--- src/rtl/hpc3_rand_source_if.sv ---
// Randomness delivery bus between hpc3_rand_source and the masked-gadget consumers.
// One set of r and p elements is transferred on each out_valid && in_ready cycle.
interface hpc3_rand_source_if #(
    parameter int NUM_QUADRATIC = 3,
    parameter int BIT_WIDTH     = 1
);
    logic [NUM_QUADRATIC-1:0][BIT_WIDTH-1:0] out_r;
    logic [NUM_QUADRATIC-1:0][BIT_WIDTH-1:0] out_p;
    logic                                    out_valid;
    logic                                    in_ready;

    modport master (
        output out_r,
        output out_p,
        output out_valid,
        input  in_ready
    );

    modport slave (
        input  out_r,
        input  out_p,
        input  out_valid,
        output in_ready
    );
endinterface

--- src/rtl/hpc3_rand_source.sv ---
// Fresh-randomness source for HPC3 multipliers: parallel xorshift32 lanes behind a
// seed-load / warm-up controller, presenting one r/p set per valid/ready handshake.
module hpc3_rand_source #(
    parameter int NUM_SHARES    = 3,
    parameter int BIT_WIDTH     = 1,
    parameter int WARMUP_CYCLES = 4
) (
    input  logic               in_clock,
    input  logic               in_reset,
    input  logic [31:0]        in_seed,
    input  logic               in_seed_valid,
    hpc3_rand_source_if.master rnd,
    output logic               out_seeded,
    output logic [31:0]        out_count
);
    localparam int NUM_QUADRATIC = NUM_SHARES * (NUM_SHARES - 1) / 2;
    localparam int Q_BITS        = NUM_QUADRATIC * BIT_WIDTH;
    localparam int OUT_BITS      = 2 * Q_BITS;
    localparam int NUM_LANES     = (OUT_BITS + 31) / 32;
    localparam int LANE_BITS     = NUM_LANES * 32;
    localparam int CNT_W         = (WARMUP_CYCLES < 1) ? 1 : $clog2(WARMUP_CYCLES + 1);
    localparam logic [31:0] GOLDEN = 32'h9E3779B9;

    typedef enum logic [1:0] {
        ST_UNSEEDED = 2'd0,
        ST_WARMUP   = 2'd1,
        ST_RUN      = 2'd2
    } state_t;

    // A seed load skips warm-up entirely when no warm-up steps are configured.
    localparam state_t SEED_NEXT = (WARMUP_CYCLES == 0) ? ST_RUN : ST_WARMUP;

    function automatic logic [31:0] xs32_step(input logic [31:0] x);
        logic [31:0] y;
        y = x ^ (x << 13);
        y = y ^ (y >> 17);
        y = y ^ (y << 5);
        return y;
    endfunction

    // Zero is a fixed point of xorshift, so it is never allowed into a lane.
    function automatic logic [31:0] lane_seed(input logic [31:0] seed, input int k);
        logic [31:0] v;
        v = seed ^ (32'(k) * GOLDEN);
        return (v == 32'h0) ? 32'h0000_0001 : v;
    endfunction

    state_t                 r_state;
    state_t                 w_next_state;
    logic [LANE_BITS-1:0]   r_lanes;
    logic [LANE_BITS-1:0]   w_step_lanes;
    logic [LANE_BITS-1:0]   w_seed_lanes;
    logic [CNT_W-1:0]       r_warm;
    logic [31:0]            r_count;
    logic                   w_handshake;
    logic                   w_advance;

    always_comb begin
        w_step_lanes = '0;
        w_seed_lanes = '0;
        for (int k = 0; k < NUM_LANES; k++) begin
            w_step_lanes[k*32 +: 32] = xs32_step(r_lanes[k*32 +: 32]);
            w_seed_lanes[k*32 +: 32] = lane_seed(in_seed, k);
        end
    end

    assign w_handshake = (r_state == ST_RUN) && rnd.in_ready;
    assign w_advance   = (r_state == ST_WARMUP) || w_handshake;

    always_ff @(posedge in_clock) begin
        if (!in_reset) begin
            r_lanes <= '0;
            r_warm  <= '0;
            r_count <= '0;
        end else if (in_seed_valid) begin
            r_lanes <= w_seed_lanes;
            r_warm  <= CNT_W'(WARMUP_CYCLES);
            r_count <= '0;
        end else begin
            if (w_advance) begin
                r_lanes <= w_step_lanes;
            end
            if (r_state == ST_WARMUP) begin
                r_warm <= r_warm - CNT_W'(1);
            end
            if (w_handshake && (r_count != 32'hFFFF_FFFF)) begin
                r_count <= r_count + 32'd1;
            end
        end
    end

    always_ff @(posedge in_clock) begin
        if (!in_reset) begin
            r_state <= ST_UNSEEDED;
        end else begin
            r_state <= w_next_state;
        end
    end

    // Warm-up ends on the step that takes the counter from 1 to 0.
    always_comb begin
        w_next_state = r_state;
        if (in_seed_valid) begin
            w_next_state = SEED_NEXT;
        end else begin
            case (r_state)
                ST_UNSEEDED: w_next_state = ST_UNSEEDED;
                ST_WARMUP:   w_next_state = (r_warm == CNT_W'(1)) ? ST_RUN : ST_WARMUP;
                ST_RUN:      w_next_state = ST_RUN;
                default:     w_next_state = ST_UNSEEDED;
            endcase
        end
    end

    always_comb begin
        rnd.out_valid = 1'b0;
        out_seeded    = 1'b0;
        if (r_state == ST_RUN) begin
            rnd.out_valid = 1'b1;
            out_seeded    = 1'b1;
        end
    end

    assign rnd.out_r = r_lanes[Q_BITS-1:0];
    assign rnd.out_p = r_lanes[OUT_BITS-1:Q_BITS];
    assign out_count = r_count;
endmodule

--- src/flat_wrapper.sv ---
// flat-port wrapper written by rule: the top's interface ports become plain ports
module hpc3_rand_source_flat 
#(
    parameter int NUM_SHARES    = 3,
    parameter int BIT_WIDTH     = 1,
    parameter int WARMUP_CYCLES = 4
)
  (in_clock, in_reset, in_seed, in_seed_valid, out_seeded, out_count, rnd_out_r, rnd_out_p, rnd_out_valid, rnd_in_ready);
  hpc3_rand_source_if #(.NUM_QUADRATIC(3), .BIT_WIDTH(BIT_WIDTH)) rnd_i ();
  input  logic in_clock;
  input  logic in_reset;
  input  logic [31:0] in_seed;
  input  logic in_seed_valid;
  output logic out_seeded;
  output logic [31:0] out_count;
  output wire logic [$bits(rnd_i.out_r)-1:0] rnd_out_r;
  output wire logic [$bits(rnd_i.out_p)-1:0] rnd_out_p;
  output wire logic [$bits(rnd_i.out_valid)-1:0] rnd_out_valid;
  input wire logic [$bits(rnd_i.in_ready)-1:0] rnd_in_ready;
  assign rnd_out_r = rnd_i.out_r;
  assign rnd_out_p = rnd_i.out_p;
  assign rnd_out_valid = rnd_i.out_valid;
  assign rnd_i.in_ready = rnd_in_ready;
  hpc3_rand_source #(.NUM_SHARES(NUM_SHARES), .BIT_WIDTH(BIT_WIDTH), .WARMUP_CYCLES(WARMUP_CYCLES)) u_core (.in_clock(in_clock), .in_reset(in_reset), .in_seed(in_seed), .in_seed_valid(in_seed_valid), .rnd(rnd_i), .out_seeded(out_seeded), .out_count(out_count));
endmodule
--- config.mk ---
export PLATFORM = sky130hd
export DESIGN_NAME = hpc3_rand_source_flat
export DESIGN_NICKNAME = d
export VERILOG_FILES = /design/src/rtl/hpc3_rand_source_if.sv /design/src/rtl/hpc3_rand_source.sv /design/src/flat_wrapper.sv
export SDC_FILE = /design/constraint.sdc
export NUM_CORES = 1
export LEC_CHECK = 0
export CAP_MARGIN = 20
export CORE_MARGIN = 2
export CORE_UTILIZATION = 43
export DETAILED_ROUTE_END_ITERATION = 10
export PLACE_DENSITY = 0.68
export SLEW_MARGIN = 20
export SYNTH_ARGS = -nofsm -noshare
export SYNTH_HDL_FRONTEND = slang
export SYNTH_SLANG_ARGS = --single-unit
--- constraint.sdc ---
create_clock -name in_clock -period 2.33 [get_ports in_clock]
set_input_delay 0.466 -clock in_clock [delete_from_list [all_inputs] [get_ports in_clock]]
set_output_delay 0.466 -clock in_clock [all_outputs]
set_load 0.05 [all_outputs]
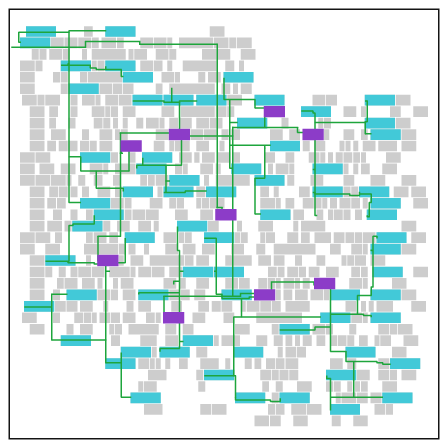
*Clock wires, drivers and flops*
Key: green = clock wires [length 971 microns]; cyan = flip-flops [count 69]; purple = clock drivers [count 9]
There are 10 routed clock nets. Position of the flops: spread over the die.
Late-Pin Clk Latency: 350 ps
Clk pwr share: 0.360
Clock group: 1.14 mW
Worst Skew: 14.49 ps

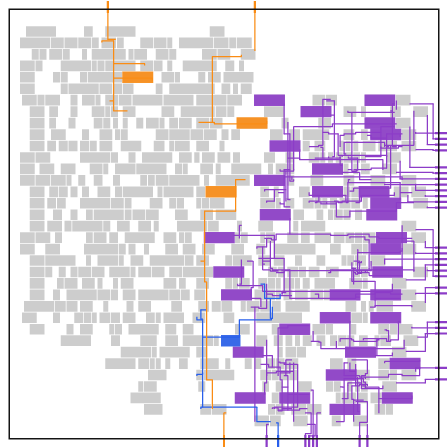
*Port wiring*
Key: purple = out_count [bits 32, direction output, edge 25 right, 7 bottom, end cells 32, wire 1,500 microns]; orange = rnd_out_r [bits 3, direction output, edge 2 top, 1 bottom, end cells 3, wire 172 microns]; blue = rnd_out_valid [bits 1, direction output, edge bottom, end cells 1, wire 90.8 microns]
number of port buffers: 75
IO Pins: 76

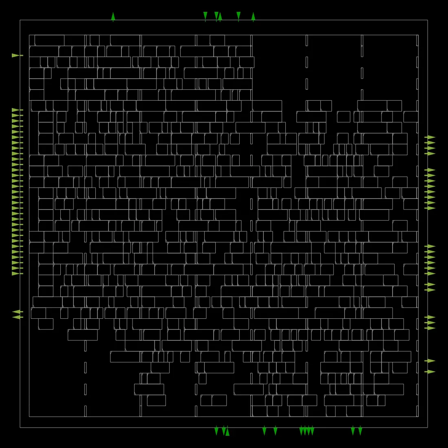
*Cell outlines without signal wires*
sequential cell area share: 0.2595
Fillers: 857
Site Rows: 35

==> Changelog: implementation <==
## Flow update

* Die H at 101.7 microns
* Inserted Diodes at 0
* Hold path cells at 2
* Wire length on met2 at a little under 5000 microns
* Critical path depth at 1
* Yosys top cell by area: dfxtp_1
* CP bufs+invs at 1
* Nonclk buf count at ~100
* CTS HTree Levels at 3
* Placed Cells incl. Taps at 688
* CTS tree: built
* Vias at roughly 3,800
* Synth Area in Adders at 0.01525
* Asr flop ratio synth at 0
* Register share after synthesis at 0.3368
* Signal inverters at 7
* Most used logic cell in the final layout: clkdlybuf4s50_1
* Top area contributor share at 0.3368
* Post-route DRC at 0
* First-pass iteration count of the detailed router at 4
* DP Wirelength at just under 8000 microns
* Routed len/inst at roughly 15 microns
* Die area at roughly 10,000 sq um
* Worst R2R Setup Slack at roughly 270 ps
* Largest Pwr Group: registers
* Slew @ Worst Pin at approximately 500 ps
* Worst setup path start: u_core.r_lanes[3]$_SDFFE_PN0P_
* Netlist Area Pre-Place at roughly 4100 sq um
* Top routing layer in use: met4
* Min Hold Slack at 478.0 ps
* GR Layer Usage met1 at 0.2650
* Static leakage at between 1.5 and 2 nW
* Max Cap Viol at 0
* Startpoint Class: flip-flop
* Sw Pwr at roughly 0.89 mW
* Post-route worst setup slack at about 120 ps
* Crit path max-delay family: buffers and inverters
* Critical R2R Launch: u_core.out_count[22]$_SDFFE_PP0P_
* Reg clk slew, reported paths at 80 ps
* Routed Antenna Nets at 0
* Gpl congestion at around 0.83
* Flop+latch power at about 1.3 mW
* Comb power frac at 0.226
* Crit path max-delay cell type: clkdlybuf4s50_1
* Crit end category: output port
* Maximum VDD drop at between 300 and 400 uV
* Xor+xnor area frac at 0.2020
* Post-layout period usage at 0.9500
* Non-clk buf share at 0.1819
* Final slew viol count at 0
* Post-CTS Repair Setup Buffers at 0
* Sw Share at 0.2804
* First-pass GRT wire length at between 15,000 and 20,000 microns
* Number of OpenROAD warnings at 28
* Setup TNS at 0 ps
* PwrDens at slightly below 600 nW/um^2
* Routing usage on met2 at 0.3436
* Fin util at 0.5762
* MI comb cells at roughly 380
* Run status: finished, final reports clean
* Avg Inst Size Synth at between 8 and 9 sq um
* Flop pwr share at 0.414
* Post-synth top cells: dfxtp_1, xnor2_1, a21oi_1
* WHS Endpoint: u_core.r_warm[1]$_SDFFE_PP0P_
* Die X-Extent at about 100 microns
* Worst Min Path Start: u_core.r_warm[1]$_SDFFE_PP0P_
* Hold Buf Count CTS at 0
* Final Power at 3.174 mW
* Place WS at 67.47 ps
* Critical setup path kind: flip-flop to output port
* Nets at 613
* CP max FO at 5
* Multi-input gate area at roughly 2600 sq um
* Ao+oa area frac at 0.1748
* Tapcell Cnt at approximately 130
* Gate Count Post-Synth at just under 500
* Area contributors post-synth: dfxtp_1, xnor2_1, a21oi_1, xor2_1, o21ai_0
* Root buf cell: clkbuf_8
* Fmax at 0.4518 GHz
* Share of layout cells above drive strength 1 at 0.1040
* Simple Share, Synth at 0.2221
* Core area at between 9000 and 10,000 sq um
* Cell count in the Yosys report at 487
* Arr. time, crit path at 1750 ps
* R2R cell count at 6
Power and IR drop assume default switching activity.
